Design armleocpu_mem_1rwm_initiator, sky130hd; sources not shown.
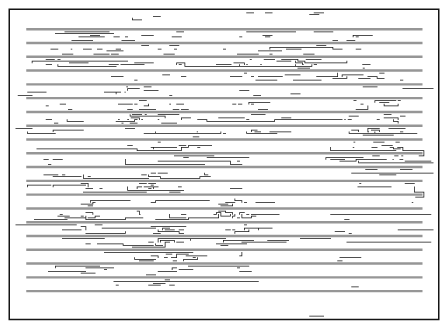
Run 1: signal wires on met1
Supply wires on this layer in grey.
main direction = horizontal
longest straight run = 28.5 um
share of all routed wire = 37%
nets with wire on the layer = 248
vias: 1,146
DRT Wirelength: 3450 um
GR Util met1: 13.7%

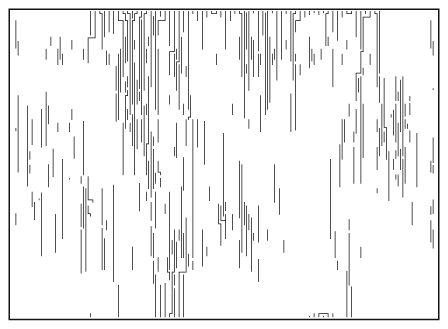
Run 1: M2 wires
main direction = vertical
nets with wire on the layer = 256
share of all routed wire = 53%
longest straight run = 27.2 um
met2 Use GR: 20.9%

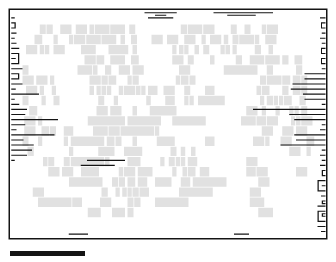
Run 1: metal 3
Scale bar: 20 um.
nets with wire on the layer = 60
wire length on this layer = 308 um
main direction = horizontal
M3 GR Usage: 4.34%

==> impl_metrics.csv, run 1 <==
group,metric,value,unit
sta,fmax,0.447,GHz
job,warnings,30,
power,leakagePower,1.07,nW
clock_network,cts_setup_buffers,6,
clock_network,cts_buffers,3,
power,power.density,265,nW/um2
detailed_routing,drt_iter0_drc,16,
power,p_clk_share,34.6,%
clock_network,cts_tree,"yes",
synth,ys_sh_mux,0,%
critical_path,crit_arrival,1.35,ns
power,ir_drop,0.199,mV
run_status,status,"finished clean",
detailed_routing,vias_per_cell,4.02,
sta,final_max_slew_viol_count,0,
synth,xor_share,2.65,%
critical_path,ff2ff_setup_slack,0.70,ns
sta,whs,0.280,ns
synth,floorplan.nets,240,
synth,synth.distinct_cells,16,
critical_path,crit_fanout,6,
detailed_routing,wl_per_cell,12.1,um
power,internal-power,352,uW
critical_path,path_delay_family,"buffers and inverters",
clock_network,cts_max_path_buffers,2,
layout,fillers,429,
power,p_sw,130,uW
clock_network,cts_resized,233,
sta,min_period,2.24,ns
synth,yosys_cells,160,
clock_network,clk_latency,0.22,ns
synth,top_cells_by_count,"inv_1, nor2_1, buf_4, nand2_1, dfrtp_1",
synth,flop_cell,"dfrtp_1",
floorplanning,fp-utilization,24.5,%
run 1: layout by cell type (no fill, tap or decap), types with 2 or more instances in the layout:
cell,n
nor2_1,14
dfrtp_1,8
buf_12,2
buf_2,37
nand2_1,16
nor2_2,12
buf_4,11
ha_1,2
buf_6,9
o21ai_0,3
dlygate4sd2_1,42
nor2_4,7
ha_4,2
clkdlybuf4s15_1,2
nand3_1,4
or2_1,2
clkbuf_8,3
xor2_1,3
o21ai_1,2
or2_4,2
inv_1,39
run 1: layout make-up:
| type | instances | area share, % |
|---|---|---|
| timing repair buffer | 107 | 48.1 |
| inverter | 41 | 8.60 |
| multi-input combinational | 74 | 26.5 |
| sequential | 8 | 11.0 |
| tap | 52 | 3.58 |
| clock buffer | 3 | 2.27 |
Run 1, the clock network:
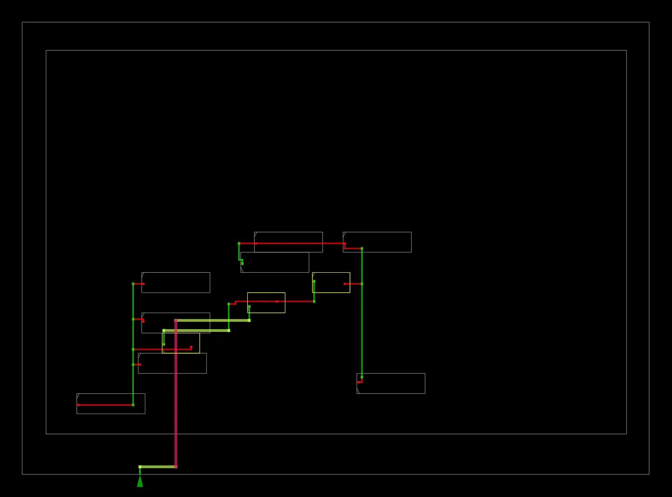

--- run 2 (diff from run 1) ---
--- a/config.mk
+++ b/config.mk
@@ -10,6 +10,7 @@
 export CORE_MARGIN = 3
 export CORE_UTILIZATION = 23
 export DETAILED_ROUTE_END_ITERATION = 12
+export GPL_TIMING_DRIVEN = 0
 export PLACE_DENSITY_LB_ADDON = 0.1
 export SETUP_SLACK_MARGIN = 0.3
 export SLEW_MARGIN = 15
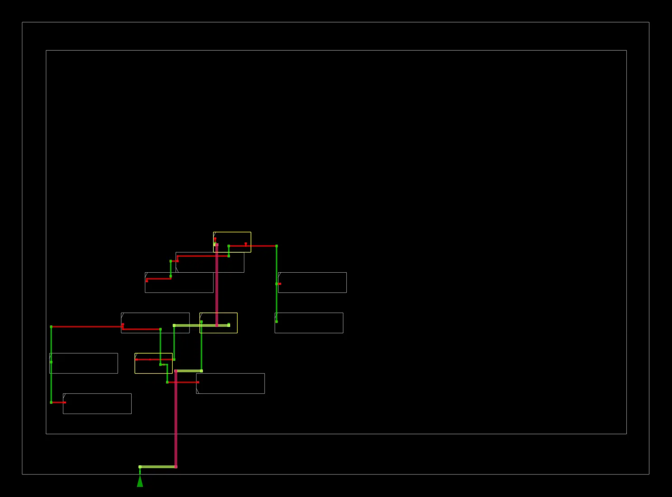
Run 2: the clock network
total CTS buffers: 3
flip-flops: 8
Late-Pin Clk Latency: 0.22 ns
clk sinks: 8
clkbuf count: 3

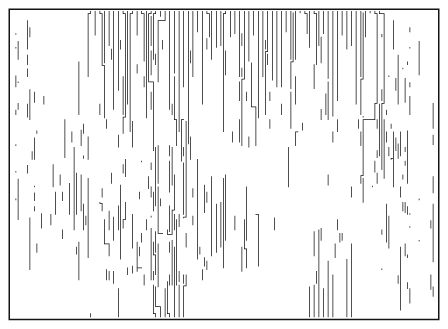
Run 2: M2 wires
longest straight run = 26.2 um
wire length on this layer = 1,980 um
share of all routed wire = 50%
met2 Use GR: 25.3%
vias: 1,298
DRT Wirelength: 3930 um

==> impl_metrics.csv, run 2 <==
group,metric,value,unit
synth,yosys_cells,160,
grt,antenna_found_initial,0,
clock_network,cts_resized,273,
power,internal-power,408,uW
clock_network,cts_tree,"yes",
synth,synth.distinct_cells,16,
power,p_sw,157,uW
sta,whs,0.277,ns
power,leakagePower,1.35,nW
job,warnings,30,
clock_network,cts_max_path_buffers,2,
layout,layout_top_cell,"dlygate4sd2_1",
clock_network,cts_setup_buffers,9,
layout,final_cell_mix,"dlygate4sd2_1, buf_4, buf_2",
sta,final_max_slew_viol_count,0,
detailed_routing,wl_per_cell,11.3,um
critical_path,path_delay_family,"buffers and inverters",
detailed_routing,vias_per_cell,3.74,
detailed_routing,drt_iter0_drc,14,
power,p_clk_share,29.5,%
sta,min_period,2.28,ns
sta,fmax,0.439,GHz
critical_path,ff2ff_setup_slack,0.73,ns
run_status,status,"finished clean",
power,ir_drop,0.300,mV
power,power.density,256,nW/um2
-- run 2: logic make-up after synthesis --
family	Yosys count	share of synthesized area, %
flip-flops	8	20.2
XOR/XNOR	3	2.65
buffers and inverters	78	43.6
AND-OR/OR-AND	7	4.04
AND/OR/NAND/NOR	60	24.5
adder cells (fa/ha/maj)	4	5.05
-- run 2: routing by layer --
layer | vias to the layer above | share of wire (%) | global-route usage, %
li1 | 694 | - | -
met1 | 523 | 39 | 16.7
met2 | 77 | 50 | 25.3
met3 | 4 | 10 | 3.53
met4 | 0 | 0.59 | 2.71
met5 | - | 0 | 0
-- run 2: cell type report --
type                       instances  area, um2
inverter                          41        160
fill                             444       1840
multi-input combinational         74        425
sequential                         8        200
buffer                            37        289
tap                               52       65.1
clock buffer                       3       41.3
timing repair buffer             132       1020
No activity file was given, so power comes from the tool's default toggle rates.
